$ cat src/rtl/play_pkg.sv
// ============================================================================
//  Module   : play_pkg
//  Brief    : Shared FSM states, judgement codes, speed encodings and points
//  Revision : 1.0
// ============================================================================
`default_nettype none

package play_pkg;

  typedef enum logic [2:0] {
    S_IDLE     = 3'd0,
    S_FETCH    = 3'd1,
    S_WAIT_HIT = 3'd2,
    S_JUDGE    = 3'd3,
    S_DONE     = 3'd4
  } state_t;

  localparam logic [1:0] c_JUDGE_NONE    = 2'b00;
  localparam logic [1:0] c_JUDGE_MISS    = 2'b01;
  localparam logic [1:0] c_JUDGE_GOOD    = 2'b10;
  localparam logic [1:0] c_JUDGE_PERFECT = 2'b11;

  localparam logic [1:0] c_SPEED_NORMAL     = 2'b00;
  localparam logic [1:0] c_SPEED_NORMAL_ALT = 2'b01;
  localparam logic [1:0] c_SPEED_HALF       = 2'b10;
  localparam logic [1:0] c_SPEED_DOUBLE     = 2'b11;

  localparam logic [1:0] c_PTS_PERFECT = 2'd3;
  localparam logic [1:0] c_PTS_GOOD    = 2'd1;

endpackage

`default_nettype wire

$ cat src/rtl/play_judge.sv
// ============================================================================
//  Module   : play_judge
//  Brief    : Combinational judgement of a hit against the goal note/window
//  Revision : 1.0
// ============================================================================
`default_nettype none

module play_judge
  import play_pkg::*;
#(
  parameter int LEN_W = 24
) (
  input  logic             i_hit,
  input  logic [2:0]       i_hit_note,
  input  logic [2:0]       i_hit_octave,
  input  logic [2:0]       i_goal_note,
  input  logic [2:0]       i_goal_octave,
  input  logic [LEN_W-1:0] i_window,
  input  logic [LEN_W-1:0] i_win_load,
  output logic [1:0]       o_judge,
  output logic [1:0]       o_pts
);

  logic w_match;
  logic w_early;

  assign w_match = (i_hit_note == i_goal_note) && (i_hit_octave == i_goal_octave);
  // Early half of the window (inclusive of the midpoint) earns PERFECT.
  assign w_early = (i_window >= (i_win_load >> 1));

  always_comb begin
    o_judge = c_JUDGE_MISS;
    o_pts   = '0;
    if (i_hit && w_match) begin
      if (w_early) begin
        o_judge = c_JUDGE_PERFECT;
        o_pts   = c_PTS_PERFECT;
      end else begin
        o_judge = c_JUDGE_GOOD;
        o_pts   = c_PTS_GOOD;
      end
    end
  end

endmodule

`default_nettype wire

$ cat src/rtl/play_session.sv
// ============================================================================
//  Module   : play_session
//  Brief    : Rhythm-game session FSM: note fetch, hit window, scoring, combo.
//             Optional per-user high-score table: PLAY_SESSION_HISCORE_EN.
//  Revision : 1.0
// ============================================================================
`default_nettype none

module play_session
  import play_pkg::*;
#(
  parameter int NUM_USERS    = 8,
  parameter int SCORE_W      = 21,
  parameter int LEN_W        = 24,
  parameter int IDX_W        = 8,
  parameter int BONUS_THRESH = 4
) (
  input  logic                         clk,
  input  logic                         rst,
  input  logic                         i_en,
  input  logic                         i_start,
  input  logic                         i_hit_valid,
  input  logic [2:0]                   i_hit_note,
  input  logic [2:0]                   i_hit_octave,
  input  logic [IDX_W-1:0]             i_song_len,
  output logic [IDX_W-1:0]             o_note_idx,
  input  logic [2:0]                   i_goal_note,
  input  logic [2:0]                   i_goal_octave,
  input  logic [LEN_W-1:0]             i_goal_len,
  input  logic [$clog2(NUM_USERS)-1:0] i_user_sel,
  input  logic [1:0]                   i_speed_mod,
  output logic [6:0]                   o_note_led,
  output logic                         o_sound_go,
  output logic                         o_busy,
  output logic                         o_done,
  output logic [1:0]                   o_judge,
  output logic [SCORE_W-1:0]           o_score,
  output logic [SCORE_W-1:0]           o_combo,
  output logic [SCORE_W-1:0]           o_max_combo,
  output logic [SCORE_W-1:0]           o_best_score
);

  localparam int UW = $clog2(NUM_USERS);

  state_t             r_state, w_next;
  logic [IDX_W-1:0]   r_note_idx, r_song_len;
  logic [SCORE_W-1:0] r_score, r_combo, r_max_combo;
  logic [1:0]         r_judge, r_pts, r_speed;
  logic [LEN_W-1:0]   r_window, r_win_load;
  logic               r_sound_go, r_done;

  logic [LEN_W-1:0]   w_win_init, w_len_half;
  logic               w_expire, w_last, w_bonus;
  logic [1:0]         w_judge, w_pts;
  logic [SCORE_W-1:0] w_combo_inc, w_add, w_score_sat;
  logic [SCORE_W:0]   w_sum;
  logic [7:0]         w_led_wide;

  play_judge #(.LEN_W(LEN_W)) u_judge (
    .i_hit         (i_hit_valid),
    .i_hit_note    (i_hit_note),
    .i_hit_octave  (i_hit_octave),
    .i_goal_note   (i_goal_note),
    .i_goal_octave (i_goal_octave),
    .i_window      (r_window),
    .i_win_load    (r_win_load),
    .o_judge       (w_judge),
    .o_pts         (w_pts)
  );

  assign w_expire = (r_window < LEN_W'(2));
  assign w_last   = ((r_note_idx + IDX_W'(1)) == r_song_len);

  always_ff @(posedge clk) begin
    if (rst) r_state <= S_IDLE;
    else     r_state <= w_next;
  end

  always_comb begin
    w_next = r_state;
    if (!i_en) begin
      w_next = S_IDLE;
    end else begin
      case (r_state)
        S_IDLE:     if (i_start) w_next = (i_song_len != '0) ? S_FETCH : S_DONE;
        S_FETCH:    w_next = S_WAIT_HIT;
        S_WAIT_HIT: if (i_hit_valid || w_expire) w_next = S_JUDGE;
        S_JUDGE:    w_next = w_last ? S_DONE : S_FETCH;
        S_DONE:     w_next = S_IDLE;
        default:    w_next = S_IDLE;
      endcase
    end
  end

  assign w_len_half = i_goal_len >> 1;

  always_comb begin
    w_win_init = i_goal_len;
    case (r_speed)
      c_SPEED_NORMAL, c_SPEED_NORMAL_ALT: w_win_init = i_goal_len;
      c_SPEED_HALF:   w_win_init = i_goal_len[LEN_W-1] ? '1 : {i_goal_len[LEN_W-2:0], 1'b0};
      c_SPEED_DOUBLE: w_win_init = (w_len_half == '0) ? LEN_W'(1) : w_len_half;
      default:        w_win_init = i_goal_len;
    endcase
  end

  // Bonus is judged on the combo value after this hit is counted.
  assign w_combo_inc = (r_combo == '1) ? r_combo : r_combo + SCORE_W'(1);
  assign w_bonus     = (w_combo_inc >= SCORE_W'(BONUS_THRESH));
  assign w_add       = {{(SCORE_W-2){1'b0}}, r_pts} + SCORE_W'(w_bonus);
  assign w_sum       = {1'b0, r_score} + {1'b0, w_add};
  assign w_score_sat = w_sum[SCORE_W] ? '1 : w_sum[SCORE_W-1:0];

  always_ff @(posedge clk) begin
    if (rst) begin
      r_note_idx  <= '0;
      r_song_len  <= '0;
      r_score     <= '0;
      r_combo     <= '0;
      r_max_combo <= '0;
      r_judge     <= c_JUDGE_NONE;
      r_pts       <= '0;
      r_speed     <= '0;
      r_window    <= '0;
      r_win_load  <= '0;
      r_sound_go  <= 1'b0;
      r_done      <= 1'b0;
    end else if (!i_en) begin
      r_note_idx  <= '0;
      r_score     <= '0;
      r_combo     <= '0;
      r_max_combo <= '0;
      r_judge     <= c_JUDGE_NONE;
      r_pts       <= '0;
      r_window    <= '0;
      r_sound_go  <= 1'b0;
      r_done      <= 1'b0;
    end else begin
      r_sound_go <= 1'b0;
      r_done     <= 1'b0;
      case (r_state)
        S_IDLE: begin
          if (i_start) begin
            r_note_idx  <= '0;
            r_score     <= '0;
            r_combo     <= '0;
            r_max_combo <= '0;
            r_judge     <= c_JUDGE_NONE;
            r_song_len  <= i_song_len;
            r_speed     <= i_speed_mod;
          end
        end
        S_FETCH: begin
          r_window   <= w_win_init;
          r_win_load <= w_win_init;
        end
        S_WAIT_HIT: begin
          if (i_hit_valid || w_expire) begin
            r_judge    <= w_judge;
            r_pts      <= w_pts;
            r_sound_go <= (w_judge != c_JUDGE_MISS);
          end
          if (r_window != '0) r_window <= r_window - LEN_W'(1);
        end
        S_JUDGE: begin
          r_note_idx <= r_note_idx + IDX_W'(1);
          if (r_judge != c_JUDGE_MISS) begin
            r_combo <= w_combo_inc;
            r_score <= w_score_sat;
            if (w_combo_inc > r_max_combo) r_max_combo <= w_combo_inc;
          end else begin
            r_combo <= '0;
          end
        end
        S_DONE:  r_done <= 1'b1;
        default: ;
      endcase
    end
  end

`ifdef PLAY_SESSION_HISCORE_EN
  logic [SCORE_W-1:0] r_hi [NUM_USERS];
  logic [UW-1:0]      r_user;

  always_ff @(posedge clk) begin
    if (rst) begin
      for (int i = 0; i < NUM_USERS; i++) r_hi[i] <= '0;
      r_user <= '0;
    end else if (i_en) begin
      if (r_state == S_IDLE && i_start) r_user <= i_user_sel;
      if (r_state == S_DONE && r_score > r_hi[r_user]) r_hi[r_user] <= r_score;
    end
  end

  assign o_best_score = r_hi[r_user];
`else
  logic w_unused_user;
  assign w_unused_user = ^i_user_sel;
  assign o_best_score  = '0;
`endif

  assign w_led_wide  = 8'd1 << i_goal_note;
  assign o_note_led  = (r_state == S_WAIT_HIT) ? w_led_wide[7:1] : 7'd0;
  assign o_note_idx  = r_note_idx;
  assign o_score     = r_score;
  assign o_combo     = r_combo;
  assign o_max_combo = r_max_combo;
  assign o_judge     = r_judge;
  assign o_sound_go  = r_sound_go;
  assign o_done      = r_done;
  assign o_busy      = (r_state != S_IDLE);

endmodule

`default_nettype wire
$ cat config.mk
export PLATFORM = sky130hd
export DESIGN_NAME = play_session
export DESIGN_NICKNAME = d
export VERILOG_FILES = /design/src/rtl/play_pkg.sv /design/src/rtl/play_judge.sv /design/src/rtl/play_session.sv
export SDC_FILE = /design/constraint.sdc
export NUM_CORES = 1
export LEC_CHECK = 0
export ABC_AREA = 1
export CORE_MARGIN = 1
export CORE_UTILIZATION = 45
export CTS_CLUSTER_DIAMETER = 50
export DETAILED_ROUTE_END_ITERATION = 7
export GPL_ROUTABILITY_DRIVEN = 0
export GPL_TIMING_DRIVEN = 0
export PLACE_DENSITY = 0.8
export SLEW_MARGIN = 20
export SYNTH_ARGS = -nofsm -noshare
export SYNTH_HDL_FRONTEND = slang
export SYNTH_SLANG_ARGS = --single-unit
$ cat constraint.sdc
create_clock -name clk -period 9.3 [get_ports clk]
set_input_delay 2.325 -clock clk [delete_from_list [all_inputs] [get_ports clk]]
set_output_delay 2.325 -clock clk [all_outputs]
set_load 0.05 [all_outputs]
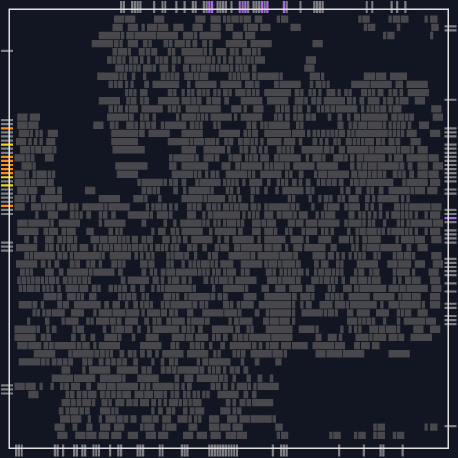
(I/O pins on the die edge)
Scale: 3 px per um. Pins as bars across the die edge, other pins in gray.
orange -> o_note_led  # pins 7, direction output, edge left
yellow -> i_hit_note  # pins 3, direction input, edge left
purple -> o_note_idx  # pins 8, direction output, edge 7 top, 1 right
all pins by edge = 44 bottom, 44 top, 39 right, 31 left

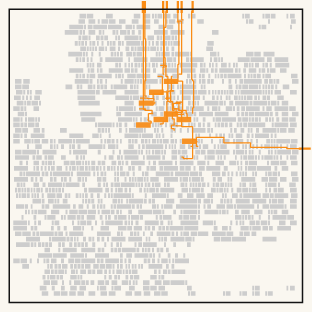
(wires at chosen ports, followed through buffers)
Scale: 2 px per um.
orange -> o_note_idx  # direction output, edge 7 top, 1 right, end cells 8, buffers 8, wire 588 um

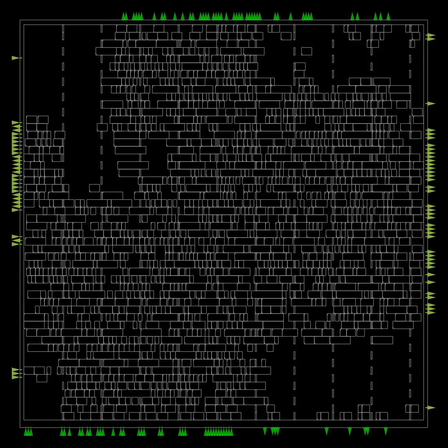
(placed standard cells)
Fill cells: 1839
standard-cell row count: 52
number of non-filler instances in the completed layout: 1825
flip-flop and latch share of the layout cell area: 23.5%
tap cells: 270

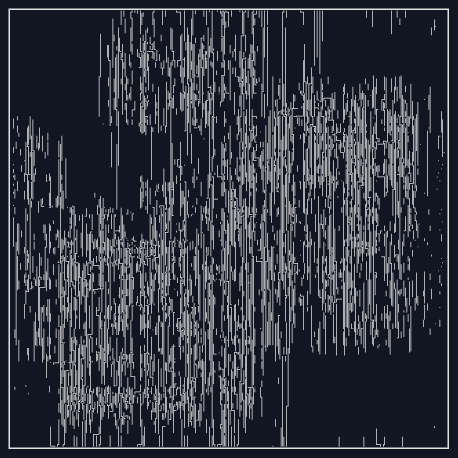
(M2 wires)
Scale: 3 px per um.
main direction = vertical
wire length on this layer = 13500 um

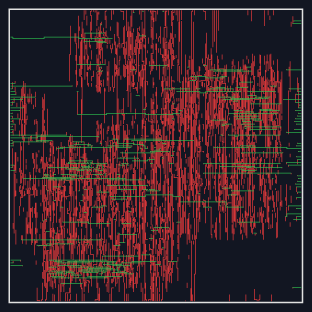
(routed metal, one color a layer)
Scale: 2 px per um. Two of the layers only.
red -> metal 2  # wire length 13500 um
green -> metal 3  # wire length 2140 um

==> notes.md <==
Flow results follow.

After synthesis the cells add up to a little over 9000 um^2. Nets still carrying antenna violations after routing amount to 0. Between the synthesized netlist and the finished layout, the area growth was recorded as 25.5%. The main area contributors are sky130_fd_sc_hd__dfxtp_1 (29%), sky130_fd_sc_hd__nand2_1 (11%), sky130_fd_sc_hd__a21oi_1 (8.0%), sky130_fd_sc_hd__inv_1 (6.8%), sky130_fd_sc_hd__ha_1 (6.2%). The run finished with clean final reports. The normalized max-slew margin is 55.7%. Among cell families on the critical path, the largest total delay comes from buffers and inverters. The dominant cell type by area after synthesis is sky130_fd_sc_hd__dfxtp_1.

The number of clock buffers in the layout is 25. The path category of the worst min-delay check is flip-flop to flip-flop. The AND-OR/OR-AND share of the synthesized area is 19.2%. The power density over the cells is 141 nW/um^2. In this run the deepest clock path goes through 2 buffers. The count of synthesis-stage warnings from yosys is 0.

The inverter tally of the final layout excluding the clock network is 178. The gate count of the mapped netlist is 1370. The commonest cells after synthesis are sky130_fd_sc_hd__nand2_1 (267), sky130_fd_sc_hd__inv_1 (168), sky130_fd_sc_hd__a21oi_1 (149), sky130_fd_sc_hd__dfxtp_1 (137), sky130_fd_sc_hd__nor2_1 (121). The average footprint of a synthesized cell is around 6.8 um^2. The endpoint identified for the worst register-to-register timing path is o_score[20]. The count of final setup violators is 0.

The first-pass GRT wire length is 45100 um. The portion of the clock cycle consumed by the worst path in the final layout is 68.3%. The total number of cells along the worst setup path is 4. The script parses the final routing iteration and logs DRC violations as 0. The dominant kind of combinational cell is simple AND/OR/NAND/NOR gates. The netlist uses 48 different library cells. After Yosys synthesis, full adders, half adders and majority gates account for 6.61% of the synthesized area. In the final layout, the multi-input gates occupy 5570 um^2.

The largest cell class by area is combinational gates. The post-CTS setup buffer count is 0. The register cell area after layout is 2740 um^2.

In the final timing run, aggregate negative setup slack is 0 ns.
worst min-delay path by stage:
| stage | to | slack (ns) | cells past startpoint |
|---|---|---|---|
| 4_1_cts | r_pts[0] | 0.48 | 2 |
| 6_report | r_pts[0] | 0.48 | 2 |
| 2_1_floorplan | r_song_len[7] | 0.44 | 2 |
| 3_3_place_gp | r_song_len[7] | 0.47 | 2 |
| 3_5_place_dp | r_pts[0] | 0.47 | 2 |
| 5_1_grt | r_song_len[7] | 0.52 | 2 |
layout by cell type, fill, tap and decap left out, types with 19 or more instances in the layout:
cell type	Yosys	layout
sky130_fd_sc_hd__nand4_1	30	30
sky130_fd_sc_hd__nor3_1	20	20
sky130_fd_sc_hd__nand3_1	53	53
sky130_fd_sc_hd__buf_4	24	24
sky130_fd_sc_hd__clkbuf_1	39	43
sky130_fd_sc_hd__ha_1	46	46
sky130_fd_sc_hd__a221oi_1	21	21
sky130_fd_sc_hd__xor2_1	31	31
sky130_fd_sc_hd__conb_1	1	21
sky130_fd_sc_hd__a21oi_1	149	149
sky130_fd_sc_hd__nor2_1	121	121
sky130_fd_sc_hd__inv_1	168	168
sky130_fd_sc_hd__dfxtp_1	137	137
sky130_fd_sc_hd__o21ai_0	91	91
sky130_fd_sc_hd__clkdlybuf4s50_1	0	133
sky130_fd_sc_hd__xnor2_1	19	19
sky130_fd_sc_hd__nand2_1	267	267
routing by layer:
metal  wire length [um]  GRT usage [%]
met1              11000           31.1
met2              13500           45.0
met3               2140           4.80
met4               1340           15.3
met5                  0              0
stage by stage:
step / hold WS [ns] / instance area, um^2 / utilization [%]
after floorplan: 0.444 / 9390 / -
after global placement: 0.470 / 11100 / 54.6
after detailed placement: 0.470 / 11100 / 54.6
after CTS: 0.477 / 11700 / 57.8
after global routing: 0.517 / 11700 / 57.8
final: 0.478 / 11700 / 57.8
No activity file was given, so power comes from the tool's default toggle rates.
